[config.mk]
export PLATFORM = sky130hd
export DESIGN_NAME = boreal_adc_frame_reader
export DESIGN_NICKNAME = d
export VERILOG_FILES = /design/src/rtl/boreal_adc_frame_reader.sv
export SDC_FILE = /design/constraint.sdc
export NUM_CORES = 1
export LEC_CHECK = 0
export CAP_MARGIN = 20
export CORE_ASPECT_RATIO = 0.9
export CORE_MARGIN = 3
export CORE_UTILIZATION = 52
export DETAILED_ROUTE_END_ITERATION = 12
export PLACE_DENSITY = 0.76
export SLEW_MARGIN = 20
export SYNTH_ARGS = -nofsm -noshare
export SYNTH_HDL_FRONTEND = slang
export SYNTH_SLANG_ARGS = --single-unit
[constraint.sdc]
create_clock -name clk -period 3.6 [get_ports clk]
set_input_delay 0.72 -clock clk [delete_from_list [all_inputs] [get_ports clk]]
set_output_delay 0.72 -clock clk [all_outputs]
set_load 0.005 [all_outputs]
[src/rtl/boreal_adc_frame_reader.sv]
// boreal_adc_frame_reader
//   SPI master (mode 1) for the 8-channel, 24-bit ECG ADC front-end. Each
//   data-ready falling edge triggers one 216-bit frame read: a 24-bit status
//   word followed by eight 24-bit channel words. Frames whose status nibble is
//   4'b1100 are latched into raw8 and announced with eight adc_valid strobes
//   (ch = 0..7). Frames with a bad header pulse frame_err instead.
//
// Ports
//   clk          system clock
//   rst          synchronous reset, active-high
//   en           frame acquisition enable, only looked at while idle
//   drdy_n       ADC data-ready, active-low, asynchronous
//   spi_miso     ADC serial data, asynchronous
//   spi_sclk     SPI clock, idles low
//   spi_cs_n     ADC chip select, active-low
//   raw8         latched channel data, channel k at [k*24 +: 24]
//   adc_valid    one-cycle strobe per channel
//   ch           channel index qualified by adc_valid (holds between strobes)
//   frame_err    one-cycle pulse on a bad status header
//   overrun_cnt  saturating count of drdy events that arrived while busy
//   busy         high whenever the reader is not idle
module boreal_adc_frame_reader #(
  parameter int CLK_DIV  = 4,
  parameter int CS_SETUP = 2,
  parameter int CS_HOLD  = 2,
  parameter int EMIT_GAP = 1
) (
  input  logic         clk,
  input  logic         rst,
  input  logic         en,
  input  logic         drdy_n,
  input  logic         spi_miso,
  output logic         spi_sclk,
  output logic         spi_cs_n,
  output logic [191:0] raw8,
  output logic         adc_valid,
  output logic [2:0]   ch,
  output logic         frame_err,
  output logic [7:0]   overrun_cnt,
  output logic         busy
);

  localparam int FRAME_BITS = 216;
  localparam int CH_BITS    = 24;
  localparam int NUM_CH     = 8;
  localparam int DATA_BITS  = CH_BITS * NUM_CH;
  localparam int CNT_W      = 16;

  // miso is sampled CLK_DIV cycles after the rising SCLK edge that launched
  // it; the two-flop synchroniser eats two of those cycles.
  generate
    if (CLK_DIV < 3 || CS_SETUP < 1 || CS_HOLD < 1 || EMIT_GAP < 0) begin : g_param_check
      $error("boreal_adc_frame_reader: CLK_DIV must be >= 3, CS_SETUP/CS_HOLD >= 1, EMIT_GAP >= 0");
    end
  endgenerate

  typedef enum logic [2:0] {
    ST_IDLE,
    ST_SETUP,
    ST_SHIFT,
    ST_HOLD,
    ST_CHECK,
    ST_EMIT
  } state_t;

  state_t                 state_reg, state_next;
  logic                   drdy_meta_reg, drdy_sync_reg, drdy_prev_reg;
  logic                   miso_meta_reg, miso_sync_reg;
  logic                   sclk_reg, sclk_next;
  logic                   cs_n_reg, cs_n_next;
  logic [3:0]             status_reg, status_next;
  logic [DATA_BITS-1:0]   data_reg, data_next;
  logic [7:0]             bit_cnt_reg, bit_cnt_next;
  logic [CNT_W-1:0]       cnt_reg, cnt_next;
  logic [DATA_BITS-1:0]   raw8_reg, raw8_next;
  logic                   adc_valid_reg, adc_valid_next;
  logic [2:0]             ch_reg, ch_next;
  logic                   frame_err_reg, frame_err_next;
  logic [7:0]             overrun_reg, overrun_next;
  logic                   drdy_fall;
  logic [DATA_BITS-1:0]   frame_ch;

  assign drdy_fall = drdy_prev_reg & ~drdy_sync_reg;

  // Only the status nibble is kept; the remaining 20 status bits pass through
  // data_reg and are pushed out the top by the 192 channel bits behind them.
  // The first channel word received ends up at the top of data_reg and is
  // remapped so channel 0 lands in the low slice of raw8.
  generate
    for (genvar gi = 0; gi < NUM_CH; gi++) begin : g_ch_map
      assign frame_ch[gi*CH_BITS +: CH_BITS] = data_reg[(NUM_CH-1-gi)*CH_BITS +: CH_BITS];
    end
  endgenerate

  always_comb begin
    state_next     = state_reg;
    sclk_next      = sclk_reg;
    cs_n_next      = cs_n_reg;
    status_next    = status_reg;
    data_next      = data_reg;
    bit_cnt_next   = bit_cnt_reg;
    cnt_next       = cnt_reg;
    raw8_next      = raw8_reg;
    adc_valid_next = 1'b0;
    ch_next        = ch_reg;
    frame_err_next = 1'b0;
    overrun_next   = overrun_reg;

    if (drdy_fall && state_reg != ST_IDLE && overrun_reg != 8'hFF) begin
      overrun_next = overrun_reg + 8'd1;
    end

    case (state_reg)
      ST_IDLE: begin
        if (drdy_fall && en) begin
          state_next = ST_SETUP;
          cs_n_next  = 1'b0;
          cnt_next   = '0;
        end
      end
      ST_SETUP: begin
        if (cnt_reg == CNT_W'(CS_SETUP - 1)) begin
          state_next   = ST_SHIFT;
          sclk_next    = 1'b1;
          cnt_next     = '0;
          bit_cnt_next = '0;
        end else begin
          cnt_next = cnt_reg + 16'd1;
        end
      end
      ST_SHIFT: begin
        if (cnt_reg == CNT_W'(CLK_DIV - 1)) begin
          cnt_next = '0;
          if (sclk_reg) begin
            // falling edge: capture the bit launched on the preceding rise
            sclk_next = 1'b0;
            data_next = {data_reg[DATA_BITS-2:0], miso_sync_reg};
            if (bit_cnt_reg < 8'd4) begin
              status_next = {status_reg[2:0], miso_sync_reg};
            end
          end else if (bit_cnt_reg == 8'(FRAME_BITS - 1)) begin
            // last bit's low phase finished: no further rising edge
            state_next = ST_HOLD;
          end else begin
            sclk_next    = 1'b1;
            bit_cnt_next = bit_cnt_reg + 8'd1;
          end
        end else begin
          cnt_next = cnt_reg + 16'd1;
        end
      end
      ST_HOLD: begin
        if (cnt_reg == CNT_W'(CS_HOLD - 1)) begin
          state_next = ST_CHECK;
          cs_n_next  = 1'b1;
          cnt_next   = '0;
        end else begin
          cnt_next = cnt_reg + 16'd1;
        end
      end
      ST_CHECK: begin
        if (status_reg == 4'b1100) begin
          raw8_next      = frame_ch;
          state_next     = ST_EMIT;
          adc_valid_next = 1'b1;
          ch_next        = 3'd0;
          cnt_next       = '0;
        end else begin
          frame_err_next = 1'b1;
          state_next     = ST_IDLE;
        end
      end
      ST_EMIT: begin
        if (adc_valid_reg) begin
          if (ch_reg == 3'd7) begin
            state_next = ST_IDLE;
          end else if (EMIT_GAP == 0) begin
            adc_valid_next = 1'b1;
            ch_next        = ch_reg + 3'd1;
          end else begin
            cnt_next = '0;
          end
        end else if (cnt_reg == CNT_W'(EMIT_GAP - 1)) begin
          adc_valid_next = 1'b1;
          ch_next        = ch_reg + 3'd1;
        end else begin
          cnt_next = cnt_reg + 16'd1;
        end
      end
      default: state_next = ST_IDLE;
    endcase
  end

  always_ff @(posedge clk) begin
    if (rst) begin
      state_reg     <= ST_IDLE;
      drdy_meta_reg <= 1'b1;
      drdy_sync_reg <= 1'b1;
      drdy_prev_reg <= 1'b1;
      miso_meta_reg <= 1'b1;
      miso_sync_reg <= 1'b1;
      sclk_reg      <= 1'b0;
      cs_n_reg      <= 1'b1;
      status_reg    <= '0;
      data_reg      <= '0;
      bit_cnt_reg   <= '0;
      cnt_reg       <= '0;
      raw8_reg      <= '0;
      adc_valid_reg <= 1'b0;
      ch_reg        <= 3'd0;
      frame_err_reg <= 1'b0;
      overrun_reg   <= 8'd0;
    end else begin
      state_reg     <= state_next;
      drdy_meta_reg <= drdy_n;
      drdy_sync_reg <= drdy_meta_reg;
      drdy_prev_reg <= drdy_sync_reg;
      miso_meta_reg <= spi_miso;
      miso_sync_reg <= miso_meta_reg;
      sclk_reg      <= sclk_next;
      cs_n_reg      <= cs_n_next;
      status_reg    <= status_next;
      data_reg      <= data_next;
      bit_cnt_reg   <= bit_cnt_next;
      cnt_reg       <= cnt_next;
      raw8_reg      <= raw8_next;
      adc_valid_reg <= adc_valid_next;
      ch_reg        <= ch_next;
      frame_err_reg <= frame_err_next;
      overrun_reg   <= overrun_next;
    end
  end

  assign spi_sclk    = sclk_reg;
  assign spi_cs_n    = cs_n_reg;
  assign raw8        = raw8_reg;
  assign adc_valid   = adc_valid_reg;
  assign ch          = ch_reg;
  assign frame_err   = frame_err_reg;
  assign overrun_cnt = overrun_reg;
  assign busy        = (state_reg != ST_IDLE);

endmodule
Figure 1. Wiring by layer (run 1).
Drawn at 2 px/um. Only two layers are drawn.
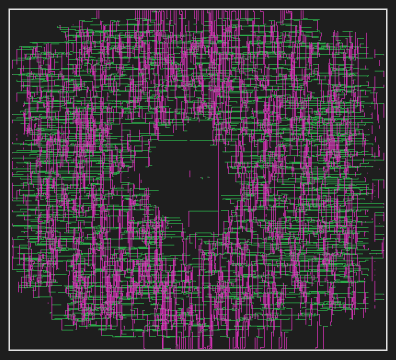
Green is met1, wire length 16,500 um. Magenta is met2, wire length 16,600 um.

Figure 2. Cell placement (run 1).
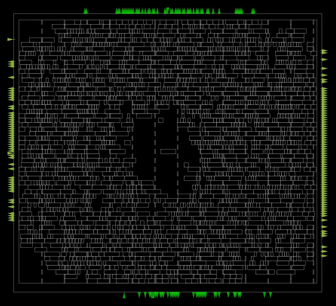
Core ar.: 29,200 sq um
Core Rows: 59
Final Util: 0.663

Figure 3. I/O pins on the die edge (run 1).
Drawn at 2 px/um. Pins as bars across the die edge, other pins in grey.
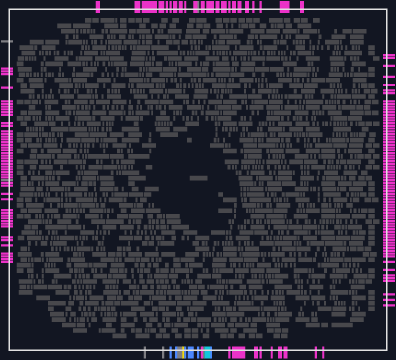
Cyan is ch, pins 3, direction output, edge south. Blue is overrun_cnt, pins 8, direction output, edge south. Yellow is adc_valid, pins 1, direction output, edge south. Magenta is raw8, pins 192, direction output, edge 73 east, 52 north, 48 west, 19 south.

Figure 4. Metal 2 (run 1).
Drawn at 2 px/um. Cells faint in the background.
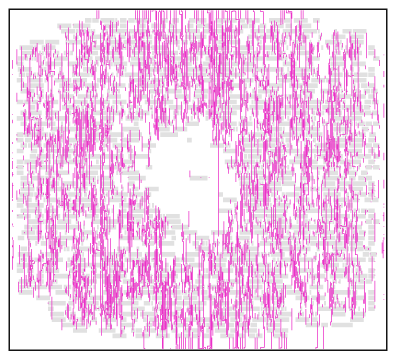
The wires run mostly vertical. 1,649 nets have wire on it. The layer holds 47% of the routed length.

==> results.txt, run 1 <==
The implementation run finished. The run finished with clean final reports. Entering global routing, the biggest net connects slightly below 200 pins. Net count after synthesis landed at between 1,500 and 2,000. Measured slew at the worst slew-check pin landed at ~1.0 ns. Across the run, the number of max-cap violations was 0. Looking at the gate-level netlist, the highest instance count belongs to sky130_fd_sc_hd__nand2_1. Number of sinks driven by the clock tree landed at 435. Final antenna diode count landed at 0.

By area the synthesized netlist is led by sky130_fd_sc_hd__dfxtp_1 56%, sky130_fd_sc_hd__nand2_1 19%, sky130_fd_sc_hd__a21oi_1 13%. Setup slack after layout landed at 0.971 ns. During I/O placement, the number of pins put on the boundary was 213. The cell sitting at the root of the clock tree is a sky130_fd_sc_hd__clkbuf_16. Die span in y landed at 170 um. Number of OpenROAD warnings landed at 36. For the final routed database, the setup TNS stands at 0 ns. STA classifies the critical path endpoint as a primary output. Biggest cell delay along the critical path landed at 0.50 ns.

Walking the worst path, the cells encountered are or3_1 -> clkdlybuf4s50_1. Detailed-route wire length landed at 35,700 um. Clock latency on the worst-skew pair landed at 0.53 ns. For this run the aggregate overflow at the end of global routing stands at 0.

The synthesis run shows the most used standard cells to be 797 x sky130_fd_sc_hd__nand2_1, 435 x sky130_fd_sc_hd__dfxtp_1, 399 x sky130_fd_sc_hd__a21oi_1. The number of clock buffers added by TritonCTS is 44. Share of async-settable or async-resettable flops after synthesis landed at 0. HPWL reported at the end of detailed placement landed at 21,300 um. The final timing report derives a shortest allowable period of 2.63 ns. The die covers 31,900 sq um. Counting along the longest clock path gives a buffer depth of 3. Placer's final routability congestion estimate landed at between 0.8 and 0.9. In the final layout, the share of cells above drive strength 1 is 0.0522.

Yosys cell count landed at 1,956. Number of global-route vias before repair landed at 11,818. Setup clock skew after layout landed at 0.0125 ns. Per the synth stats, the flop cell with the highest instance count is sky130_fd_sc_hd__dfxtp_1. The power report puts the leakage power at 6.24 nW. Across all layers, the routed design uses about 13,000 vias. Detail-routed net length per standard cell landed at 14.1 um.

In this build the clock could be raised as far as 380 MHz. In the floorplan report the effective utilization is 0.531. At the end of the flow, the number of nets in the layout was 2,104. Dividing the synthesized area by the synthesized cell count gives 7.92 sq um. The area recorded from the Yosys report for this design is 15,500 sq um. Of the total power, the clock network draws 0.472. In the final report, the number of endpoints failing setup comes to 0. The synthesized design contains 0 enable-type register cells.
-- run 1: kinds of logic (layout without fill, tap and decap cells) --
logic type | count (synthesis) | count (layout) | share of synthesized area
fa+ha+maj | 7 | 7 | 0.00565
xor+xnor | 21 | 21 | 0.0119
flops | 435 | 435 | 0.562
mux | 6 | 6 | 0.00396
simple gates | 915 | 915 | 0.238
compound gates | 428 | 428 | 0.142
buf+inv | 144 | 316 | 0.0364
-- run 1: worst paths after layout --
path / start / endpoint / slack (ns) / cells past startpoint
min: miso_meta_reg$_SDFF_PP1_ / miso_sync_reg$_SDFF_PP1_ / 0.41 / 1
max: state_reg[0]$_SDFFE_PP0P_ / busy / 0.97 / 2
min reg2reg: miso_meta_reg$_SDFF_PP1_ / miso_sync_reg$_SDFF_PP1_ / 0.41 / 1
max reg2reg: cnt_reg[15]$_SDFFE_PP0P_ / data_reg[138]$_SDFFE_PP0P_ / 1.07 / 6
-- run 1: area by class of cell --
| class | instances | area [sq um] |
|---|---|---|
| clock buffers | 59 | 1260 |
| clock inverters | 23 | 312 |
| well taps | 396 | 495 |
| repair buffers | 225 | 2290 |
| fillers | 2386 | 9820 |
| inverters | 9 | 33.8 |
| flip-flops and latches | 435 | 8710 |
| multi-input cells | 1377 | 6240 |
-- run 1: cells in the final DEF (no fill, tap or decap), drive strengths merged, types with 2 or more instances in the layout --
| cell type | Yosys | final |
|---|---|---|
| clkinv | 0 | 15 |
| a31oi | 2 | 2 |
| o21ai | 9 | 9 |
| or3 | 5 | 5 |
| nand2 | 797 | 797 |
| inv | 9 | 9 |
| nand2b | 4 | 4 |
| and3 | 4 | 4 |
| clkbuf | 117 | 59 |
| o21bai | 2 | 2 |
| mux2i | 5 | 5 |
| ha | 7 | 7 |
| o211a | 2 | 2 |
| dfxtp | 435 | 435 |
| xor2 | 12 | 12 |
| and2 | 2 | 2 |
| nor3 | 9 | 9 |
| nor2 | 38 | 38 |
| buf | 18 | 14 |
| xnor2 | 9 | 9 |
| nor4 | 5 | 5 |
| or2 | 8 | 8 |
| nand3 | 19 | 19 |
| bufinv | 0 | 7 |
| clkdlybuf4s50 | 0 | 211 |
| o22ai | 4 | 4 |
| a21oi | 399 | 399 |
| nor2b | 2 | 2 |
| nor3b | 3 | 3 |
| nand3b | 2 | 2 |
| nand4 | 10 | 10 |
-- run 1: power by group through the flow --
stage          combinational (mW)  clock [mW]  sequential [mW]
2_1_floorplan               0.392           0             4.98
3_3_place_gp                0.474           0             5.01
3_5_place_dp                0.498           0             5.01
4_1_cts                     0.500        4.92             4.90
5_1_grt                     0.554        5.11             4.91
6_report                    0.501        4.83             4.91
-- run 1: per-stage QoR --
stage	utilization	instance area (sq um)	cells	total power, mW	hold WS [ns]
after floorplan	-	15500	1956	5.37	0.389
final	0.663	19300	2524	10.2	0.409
after global placement	0.609	17800	2442	5.48	0.392
after CTS	0.663	19300	2524	10.3	0.412
after global routing	0.663	19300	2524	10.6	0.416
after detailed placement	0.609	17800	2442	5.51	0.396
-- run 1: routing by layer --
metal  up-vias  GRT usage  wire [um]
met5         -          0          0
met4         0     0.0496        505
met3        39     0.0368       2070
met2       383      0.339      16600
met1      6072      0.299      16500
li1       6628          -          -
--- run 2 (diff from run 1) ---
clock period = 2.6 ns   (was 3.6 ns; I/O delays follow)
Figure 5. Cell placement (run 2).
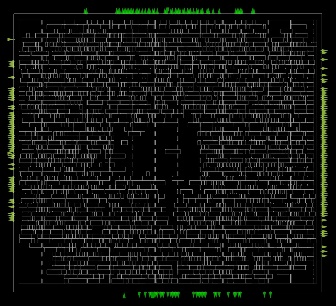
post-route non-filler standard cell count: 2,521
tap cells: 396

Figure 6. I/O pins on the die edge (run 2).
Drawn at 2 px/um. Pins as bars across the die edge, other pins in grey.
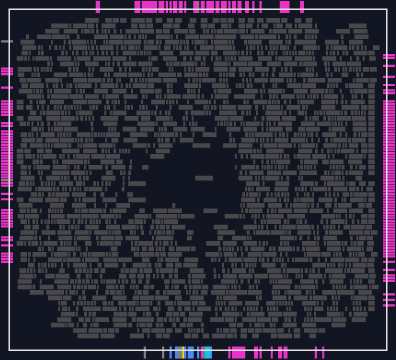
Blue is overrun_cnt, pins 8, direction output, edge south. Magenta is raw8, pins 192, direction output, edge 73 east, 52 north, 48 west, 19 south. Cyan is ch, pins 3, direction output, edge south. Yellow is adc_valid, pins 1, direction output, edge south.
All pins by edge: 73 east, 53 north, 50 west, 37 south.

Figure 7. Metal 2 (run 2).
Drawn at 2 px/um. Cells faint in the background.
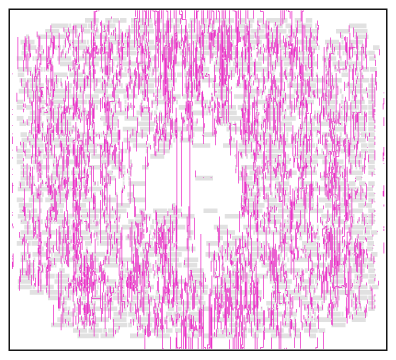
1,643 nets have wire on it. The longest straight run is 63.1 um. The wires run mostly vertical.

==> run 2 against run 1 <==
  * Die area stayed put
  * Clock skew is 0.0021 ns higher
  * Sequential cell count stayed put
  * First-iteration DRC count is 6.8% lower
==> results.txt, run 2 <==
The implementation run finished. The total power after layout was 13.9 mW (+36%). The number of placement rows came to 59 (unchanged). The post-synth tally of flip-flops with integrated enable was 0 (unchanged).

Core area landed at 29,200 sq um (unchanged). The area share of and/or/nand/nor cells after synthesis is 0.238 (unchanged). The final setup TNS is 0 ns (unchanged). The mean instance size in the synthesized netlist came to 7.92 sq um (unchanged). The total leakage power was 6.23 nW (about the same). The maximum number of pins on one net before global-route repair came to 123 (-36%). The number of max-capacitance violations reported is 0 (unchanged). Detail-routed net length per standard cell landed at 14.0 um (-1.2%).

The startpoint identified for the worst register-to-register timing path is cnt_reg[15]$_SDFFE_PP0P_. Final antenna diode count landed at 0 (unchanged). The worst path in the final design needs a cycle of around 2.4 ns, including I/O delays and setup. Looking at hold timing, the worst path starts from rst. Share of async-settable or async-resettable flops after synthesis landed at 0 (unchanged). The sum of met2 wire segment lengths after detailed routing is 16,300 um (-1.9%). Biggest cell delay along the critical path landed at 0.47 ns (-0.03 ns). The flow ran to the end, and the final reports show no timing, DRC or antenna violations. The area of the synthesized netlist per yosys stat was 15,500 sq um (unchanged).

The commonest cells after synthesis are 797 x sky130_fd_sc_hd__nand2_1, 435 x sky130_fd_sc_hd__dfxtp_1, 399 x sky130_fd_sc_hd__a21oi_1. The detailed-route wire length is 35,200 um (-1.3%). The I/O pin total came to 213 (unchanged).

Total die size landed at 31,900 sq um (unchanged).
## run 2: area by class of cell
class	instances	area [sq um]	area share
timing repair buffer	227	2350	0.122
clock buffer	62	1270	0.0656
sequential	435	8710	0.450
inverter	9	33.8	0.00175
clock inverter	15	233	0.0120
tap	396	495	0.0256
multi-input combinational	1377	6240	0.323
## run 2: power groups by stage
stage               Sequential (mW)  Combinational [mW]  Clock (mW)
floorplan                      6.90               0.543           0
global placement               6.93               0.683           0
detailed placement             6.94               0.698           0
CTS                            6.79               0.701        6.60
global route                   6.79               0.793        6.85
finish                         6.78               0.703        6.45
## run 2: logic make-up (layout without fill, tap and decap cells)
kind of cell | count (synthesis) | in the layout
flip-flops | 435 | 435
adder cells (fa/ha/maj) | 7 | 7
XOR/XNOR | 21 | 21
multiplexers | 6 | 6
AND/OR/NAND/NOR | 915 | 915
buffers and inverters | 144 | 313
AND-OR/OR-AND | 428 | 428
## run 2: per-stage QoR
stage           util  cell area, sq um  hold slack (ns)
2_1_floorplan      -             15500            0.389
3_3_place_gp   0.612             17800            0.392
3_5_place_dp   0.612             17800            0.399
4_1_cts        0.663             19300            0.358
5_1_grt        0.663             19300            0.386
6_report       0.663             19300            0.367
## run 2: routing by layer
metal / vias to the layer above / GRT usage
li1: 6618 / -
met1: 6058 / 0.294
met2: 348 / 0.341
met3: 42 / 0.0407
met4: 0 / 0.0506
met5: - / 0
## run 2: worst paths after layout
check	slack, ns	depth (start not counted)	endpoint
hold / removal	0.37	2	raw8[107]$_SDFFE_PP0P_
setup reg to reg	0.29	6	data_reg[136]$_SDFFE_PP0P_
setup / recovery	0.22	2	busy
hold reg to reg	0.41	1	drdy_sync_reg$_SDFF_PP1_
No activity file was given, so power comes from the tool's default toggle rates.
